`src/rtl/hex_entry_pkg.sv`:
```
// Shared constants and types for the hex_entry push-button editor.
package hex_entry_pkg;

    localparam int unsigned NUM_PB    = 4;
    localparam int unsigned PB_INC    = 0;
    localparam int unsigned PB_DEC    = 1;
    localparam int unsigned PB_LEFT   = 2;
    localparam int unsigned PB_COMMIT = 3;

    typedef enum logic [2:0] {
        ACT_NONE,
        ACT_INC,
        ACT_DEC,
        ACT_LEFT,
        ACT_COMMIT
    } act_t;

    typedef enum logic [1:0] {
        RPT_IDLE,
        RPT_DELAY,
        RPT_REPEAT
    } rpt_state_t;

    // Only the highest-priority event in a cycle acts.
    function automatic act_t pick_action(input logic commit_ev, input logic left_ev,
                                         input logic inc_ev, input logic dec_ev);
        if (commit_ev) return ACT_COMMIT;
        if (left_ev)   return ACT_LEFT;
        if (inc_ev)    return ACT_INC;
        if (dec_ev)    return ACT_DEC;
        return ACT_NONE;
    endfunction

endpackage

```
`src/rtl/hex_entry_pb_debounce.sv`:
```
// Single-button debouncer: accepted (stable) level plus a one-cycle press pulse
// registered on the same edge that the stable level falls.
module pb_debounce #(
    parameter int unsigned DEBOUNCE_CYCLES = 500000
) (
    input  logic clk_i,
    input  logic rst_i,
    input  logic raw_i,
    output logic stable_o,
    output logic press_o
);

    localparam int unsigned CNT_W = (DEBOUNCE_CYCLES > 1) ? $clog2(DEBOUNCE_CYCLES) : 1;

    logic [CNT_W-1:0] cnt_q, cnt_d;
    logic             stable_q, stable_d;
    logic             press_q, press_d;

    always_comb begin
        cnt_d    = cnt_q;
        stable_d = stable_q;
        press_d  = 1'b0;
        if (raw_i == stable_q) begin
            cnt_d = '0;
        end else if (cnt_q == CNT_W'(DEBOUNCE_CYCLES - 1)) begin
            stable_d = raw_i;
            cnt_d    = '0;
            press_d  = ~raw_i;
        end else begin
            cnt_d = cnt_q + CNT_W'(1);
        end
    end

    always_ff @(posedge clk_i or posedge rst_i) begin
        if (rst_i) begin
            cnt_q    <= '0;
            stable_q <= 1'b1;
            press_q  <= 1'b0;
        end else begin
            cnt_q    <= cnt_d;
            stable_q <= stable_d;
            press_q  <= press_d;
        end
    end

    assign stable_o = stable_q;
    assign press_o  = press_q;

endmodule

```
`src/rtl/hex_entry.sv`:
```
// Push-button hex value editor: INC/DEC/LEFT/COMMIT edit a NUM_DIGITS-nibble value.
// Define HEX_ENTRY_AUTOREPEAT_EN to add hold-to-repeat on INC/DEC.
module hex_entry
    import hex_entry_pkg::*;
#(
    parameter int unsigned NUM_DIGITS      = 6,
    parameter int unsigned DEBOUNCE_CYCLES = 500000,
`ifdef HEX_ENTRY_AUTOREPEAT_EN
    parameter int unsigned REPEAT_DELAY    = 25000000,
    parameter int unsigned REPEAT_PERIOD   = 5000000,
`endif
    parameter int unsigned BLINK_CYCLES    = 12500000
) (
    input  logic                          CLK,
    input  logic                          RST,
    input  logic [3:0]                    PB_sync,
    output logic [4*NUM_DIGITS-1:0]       value,
    output logic [4*NUM_DIGITS-1:0]       committed,
    output logic                          commit_pulse,
    output logic [$clog2(NUM_DIGITS)-1:0] cursor,
    output logic [NUM_DIGITS-1:0]         en_mask,
    output logic                          dirty
);

    localparam int unsigned VAL_W = 4 * NUM_DIGITS;
    localparam int unsigned CUR_W = $clog2(NUM_DIGITS);
    localparam int unsigned BLK_W = (BLINK_CYCLES > 1) ? $clog2(BLINK_CYCLES) : 1;

    logic [NUM_PB-1:0] pb_stable;
    logic [NUM_PB-1:0] pb_press;
    logic              inc_ev_c, dec_ev_c;
    logic              unused_stable;

    for (genvar g = 0; g < NUM_PB; g++) begin : g_pb
        pb_debounce #(.DEBOUNCE_CYCLES(DEBOUNCE_CYCLES)) u_db (
            .clk_i   (CLK),
            .rst_i   (RST),
            .raw_i   (PB_sync[g]),
            .stable_o(pb_stable[g]),
            .press_o (pb_press[g])
        );
    end

    // LEFT/COMMIT levels are never needed, only their press pulses.
    assign unused_stable = ^pb_stable;

`ifdef HEX_ENTRY_AUTOREPEAT_EN
    localparam int unsigned RPT_MAX = (REPEAT_DELAY > REPEAT_PERIOD) ? REPEAT_DELAY : REPEAT_PERIOD;
    localparam int unsigned RPT_W   = (RPT_MAX > 1) ? $clog2(RPT_MAX) : 1;

    logic [1:0] rep_ev_c;
    logic       cancel_c;

    assign cancel_c = pb_press[PB_LEFT] | pb_press[PB_COMMIT];

    // One repeat FSM each for INC (0) and DEC (1); extra events are registered pulses.
    for (genvar r = 0; r < 2; r++) begin : g_rpt
        rpt_state_t       state_q;
        logic [RPT_W-1:0] cnt_q;
        logic             ev_q;

        always_ff @(posedge CLK or posedge RST) begin
            if (RST) begin
                state_q <= RPT_IDLE;
                cnt_q   <= '0;
                ev_q    <= 1'b0;
            end else begin
                ev_q <= 1'b0;
                case (state_q)
                    RPT_IDLE: begin
                        if (!cancel_c && pb_press[r]) begin
                            state_q <= RPT_DELAY;
                            cnt_q   <= '0;
                        end
                    end
                    RPT_DELAY: begin
                        if (cancel_c || pb_stable[r]) begin
                            state_q <= RPT_IDLE;
                        end else if (cnt_q == RPT_W'(REPEAT_DELAY - 1)) begin
                            state_q <= RPT_REPEAT;
                            cnt_q   <= '0;
                            ev_q    <= 1'b1;
                        end else begin
                            cnt_q <= cnt_q + RPT_W'(1);
                        end
                    end
                    RPT_REPEAT: begin
                        if (cancel_c || pb_stable[r]) begin
                            state_q <= RPT_IDLE;
                        end else if (cnt_q == RPT_W'(REPEAT_PERIOD - 1)) begin
                            cnt_q <= '0;
                            ev_q  <= 1'b1;
                        end else begin
                            cnt_q <= cnt_q + RPT_W'(1);
                        end
                    end
                    default: state_q <= RPT_IDLE;
                endcase
            end
        end

        assign rep_ev_c[r] = ev_q;
    end

    assign inc_ev_c = pb_press[PB_INC] | rep_ev_c[0];
    assign dec_ev_c = pb_press[PB_DEC] | rep_ev_c[1];
`else
    assign inc_ev_c = pb_press[PB_INC];
    assign dec_ev_c = pb_press[PB_DEC];
`endif

    logic [VAL_W-1:0]      value_q, value_d;
    logic [VAL_W-1:0]      committed_q, committed_d;
    logic                  commit_pulse_q, commit_pulse_d;
    logic [CUR_W-1:0]      cursor_q, cursor_d;
    logic [NUM_DIGITS-1:0] en_mask_q, en_mask_d;
    logic                  dirty_q, dirty_d;
    logic [BLK_W-1:0]      blink_cnt_q, blink_cnt_d;
    logic                  phase_q, phase_d;
    logic [3:0]            nib_c;
    act_t                  act_c;

    always_comb begin
        value_d        = value_q;
        committed_d    = committed_q;
        commit_pulse_d = 1'b0;
        cursor_d       = cursor_q;
        blink_cnt_d    = blink_cnt_q;
        phase_d        = phase_q;
        act_c          = pick_action(pb_press[PB_COMMIT], pb_press[PB_LEFT], inc_ev_c, dec_ev_c);
        nib_c          = value_q[{cursor_q, 2'b00} +: 4];

        case (act_c)
            ACT_INC: value_d[{cursor_q, 2'b00} +: 4] = nib_c + 4'd1;
            ACT_DEC: value_d[{cursor_q, 2'b00} +: 4] = nib_c - 4'd1;
            ACT_LEFT: begin
                if (cursor_q == CUR_W'(NUM_DIGITS - 1)) cursor_d = '0;
                else                                   cursor_d = cursor_q + CUR_W'(1);
            end
            ACT_COMMIT: begin
                committed_d    = value_q;
                commit_pulse_d = 1'b1;
            end
            default: ;
        endcase

        dirty_d = (value_d != committed_d);

        if (blink_cnt_q == BLK_W'(BLINK_CYCLES - 1)) begin
            blink_cnt_d = '0;
            phase_d     = ~phase_q;
        end else begin
            blink_cnt_d = blink_cnt_q + BLK_W'(1);
        end

        // Mask is built from next-state values so it stays aligned with cursor.
        en_mask_d           = '1;
        en_mask_d[cursor_d] = ~phase_d;
    end

    always_ff @(posedge CLK or posedge RST) begin
        if (RST) begin
            value_q        <= '0;
            committed_q    <= '0;
            commit_pulse_q <= 1'b0;
            cursor_q       <= '0;
            en_mask_q      <= '1;
            dirty_q        <= 1'b0;
            blink_cnt_q    <= '0;
            phase_q        <= 1'b0;
        end else begin
            value_q        <= value_d;
            committed_q    <= committed_d;
            commit_pulse_q <= commit_pulse_d;
            cursor_q       <= cursor_d;
            en_mask_q      <= en_mask_d;
            dirty_q        <= dirty_d;
            blink_cnt_q    <= blink_cnt_d;
            phase_q        <= phase_d;
        end
    end

    assign value        = value_q;
    assign committed    = committed_q;
    assign commit_pulse = commit_pulse_q;
    assign cursor       = cursor_q;
    assign en_mask      = en_mask_q;
    assign dirty        = dirty_q;

endmodule

```
`config.mk`:
```
export PLATFORM = sky130hd
export DESIGN_NAME = hex_entry
export DESIGN_NICKNAME = d
export VERILOG_FILES = /design/src/rtl/hex_entry_pkg.sv /design/src/rtl/hex_entry_pb_debounce.sv /design/src/rtl/hex_entry.sv
export SDC_FILE = /design/constraint.sdc
export NUM_CORES = 1
export LEC_CHECK = 0
export ABC_AREA = 1
export CELL_PAD_IN_SITES_DETAIL_PLACEMENT = 2
export CELL_PAD_IN_SITES_GLOBAL_PLACEMENT = 2
export CORE_MARGIN = 3
export CORE_UTILIZATION = 30
export CTS_CLUSTER_DIAMETER = 150
export DETAILED_ROUTE_END_ITERATION = 8
export PLACE_DENSITY_LB_ADDON = 0.1
export SYNTH_ARGS = -nofsm -noshare
export SYNTH_HDL_FRONTEND = slang
export SYNTH_HIERARCHICAL = 1
export SYNTH_SLANG_ARGS = --single-unit
```
`constraint.sdc`:
```
create_clock -name CLK -period 4.5 [get_ports CLK]
set_clock_uncertainty 0.1 [all_clocks]
set_input_delay 0.675 -clock CLK [delete_from_list [all_inputs] [get_ports CLK]]
set_output_delay 0.675 -clock CLK [all_outputs]
set_load 0.01 [all_outputs]
```
met3.png
(1.5 px per um) Cells faint in the background.
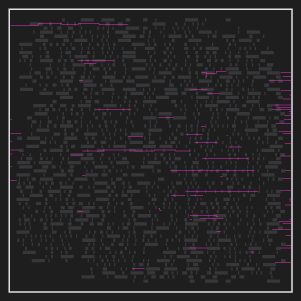
The wires run mostly horizontal. The layer carries 749 um of wire. The layer holds 2.3% of the routed length. The longest straight run is 56.1 um.

registers.png
(2 px per um) Other sequential cells in the stronger gray, the rest of the logic in the fainter gray.
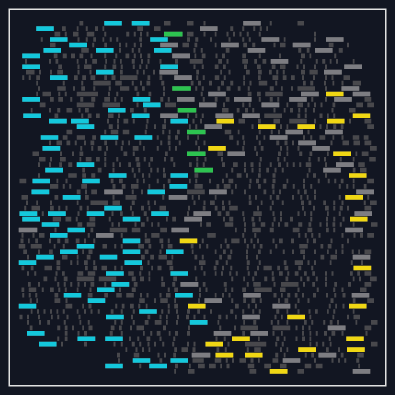
Key: yellow = committed [placed flops 24]; green = en_mask [placed flops 6]; cyan = g_pb.u_db/cnt_q [placed flops 76]
Another 62 sequential cells are not colored.

==> results.yml <==
# implementation run metrics
final_timing:
  finalHoldViolCount: 0
  min_period_over_period: 0.776
  min_period_ps: 3490
  grt_setup_unrepaired: "no"
route:
  routedWlPerCell_um: 17.2
worst_setup_path:
  reg2reg_depth: 17
  critical_path.startpoint: "cursor[1]"
  worst_r2r_startpoint: "cursor[1]"
  worst_ep_required_time_ps: 4720
power:
  power.share.combinational: 0.064
  cell_internal_pwr_mw: 2.44
synth:
  aoi_share: 0.0531
  avgSynthCellArea_sq_um: 7.33
  postSynth.asyncResetShare: 1.00
  postSynthSeqShare: 0.427
  synthMuxAreaShare: 0
  netlist_instances: 1348
  synth_top_area_share: 0.400
global_route:
  grt_antenna_before_repair: 0
  grt_first_pass_wirelength_mm: 52.9
  grtUsageTotal: 0.187
job:
  max_cap_viol: 0
die:
  num_rows: 65
  floorplan.die.height_um: 187
  top_level_ports: 65
run_status:
  outcome: "completed"
place:
  hpwl_mm: 25.4
cts:
  clk_pin_slew_ps: 70
final_placement.png
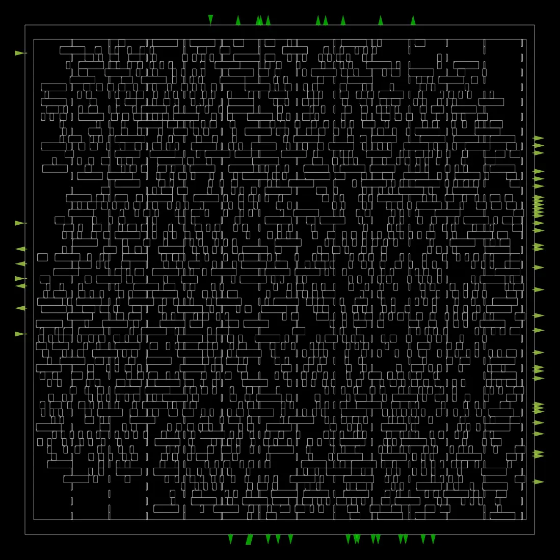
sequential cells: 168
number of filler cells placed in the layout: 3,790
Post-Layout Cell Count: 1,873

==> per-layer routing <==
metal,up-vias,GRT usage,wire length [um]
li1,4352,-,-
met1,4445,0.240,14900
met2,96,0.332,16200
met3,23,0.0262,749
met4,0,0.0444,423
met5,-,0,0
==> power groups by stage <==
stage	logic (mW)	clock network [mW]	registers, mW
floorplan	0.121	0	1.58
global placement	0.210	0	1.57
detailed placement	0.215	0	1.57
CTS	0.216	1.57	1.54
global route	0.239	1.63	1.55
finish	0.209	1.51	1.54
==> state kept, by name (all words and copies together) (netlist names) <==
| name | count |
|---|---|
| g_pb.u_db/press_o | 4 |
| committed | 24 |
| g_pb.u_db/stable_o | 4 |
| phase_q | 1 |
| commit_pulse | 1 |
| blink_cnt_q | 24 |
| en_mask | 6 |
| cursor | 3 |
| g_pb.u_db/cnt_q | 76 |
| dirty | 1 |
| value | 24 |
==> cells in the mapped netlist (4+ instances only) <==
cell type,count
sky130_fd_sc_hd__a21oi_1,26
sky130_fd_sc_hd__buf_2,4
sky130_fd_sc_hd__clkbuf_1,5
sky130_fd_sc_hd__dfrtp_1,158
sky130_fd_sc_hd__dfstp_2,10
sky130_fd_sc_hd__ha_1,13
sky130_fd_sc_hd__inv_1,195
sky130_fd_sc_hd__inv_2,25
sky130_fd_sc_hd__nand2_1,318
sky130_fd_sc_hd__nand2_2,32
sky130_fd_sc_hd__nand3_1,117
sky130_fd_sc_hd__nand3_2,6
sky130_fd_sc_hd__nand4_1,29
sky130_fd_sc_hd__nor2_1,195
sky130_fd_sc_hd__nor2_2,49
sky130_fd_sc_hd__nor2_4,12
sky130_fd_sc_hd__nor3_1,21
sky130_fd_sc_hd__nor3b_2,8
sky130_fd_sc_hd__nor4_1,6
sky130_fd_sc_hd__o21a_1,5
sky130_fd_sc_hd__o21ai_0,34
sky130_fd_sc_hd__o21ai_1,15
sky130_fd_sc_hd__o21bai_1,4
sky130_fd_sc_hd__o22ai_1,5
sky130_fd_sc_hd__xnor2_1,12
sky130_fd_sc_hd__xor2_1,23
sky130_fd_sc_hd__xor2_2,4
==> area by class of cell <==
type,instances,area (sq um),area share
well taps,435,544,0.0468
clock inverters,13,145,0.0125
clock buffers,19,443,0.0381
repair buffers,70,686,0.0589
inverters,222,836,0.0718
multi-input cells,946,4770,0.410
flip-flops and latches,168,4220,0.362
==> worst min path at each step <==
stage	slack, ps	to	depth (start not counted)
floorplan	330	g_pb[0].u_db/cnt_q[0]	1
detailed placement	350	g_pb[2].u_db/cnt_q[0]	1
global placement	350	g_pb[3].u_db/cnt_q[0]	1
CTS	360	g_pb[2].u_db/cnt_q[0]	1
global route	390	g_pb[2].u_db/cnt_q[0]	1
finish	360	g_pb[2].u_db/cnt_q[0]	1
==> metrics by stage <==
step | hold slack, ps | cells | total power, mW | area, sq um
final | 357 | 1873 | 3.26 | 11600
after global routing | 393 | 1873 | 3.42 | 11600
after CTS | 363 | 1873 | 3.33 | 11600
after detailed placement | 353 | 1841 | 1.79 | 11100
after global placement | 352 | 1841 | 1.78 | 11100
after floorplan | 332 | 1348 | 1.70 | 9880
Power figures rest on the tool's default switching activity, not on a simulated workload.
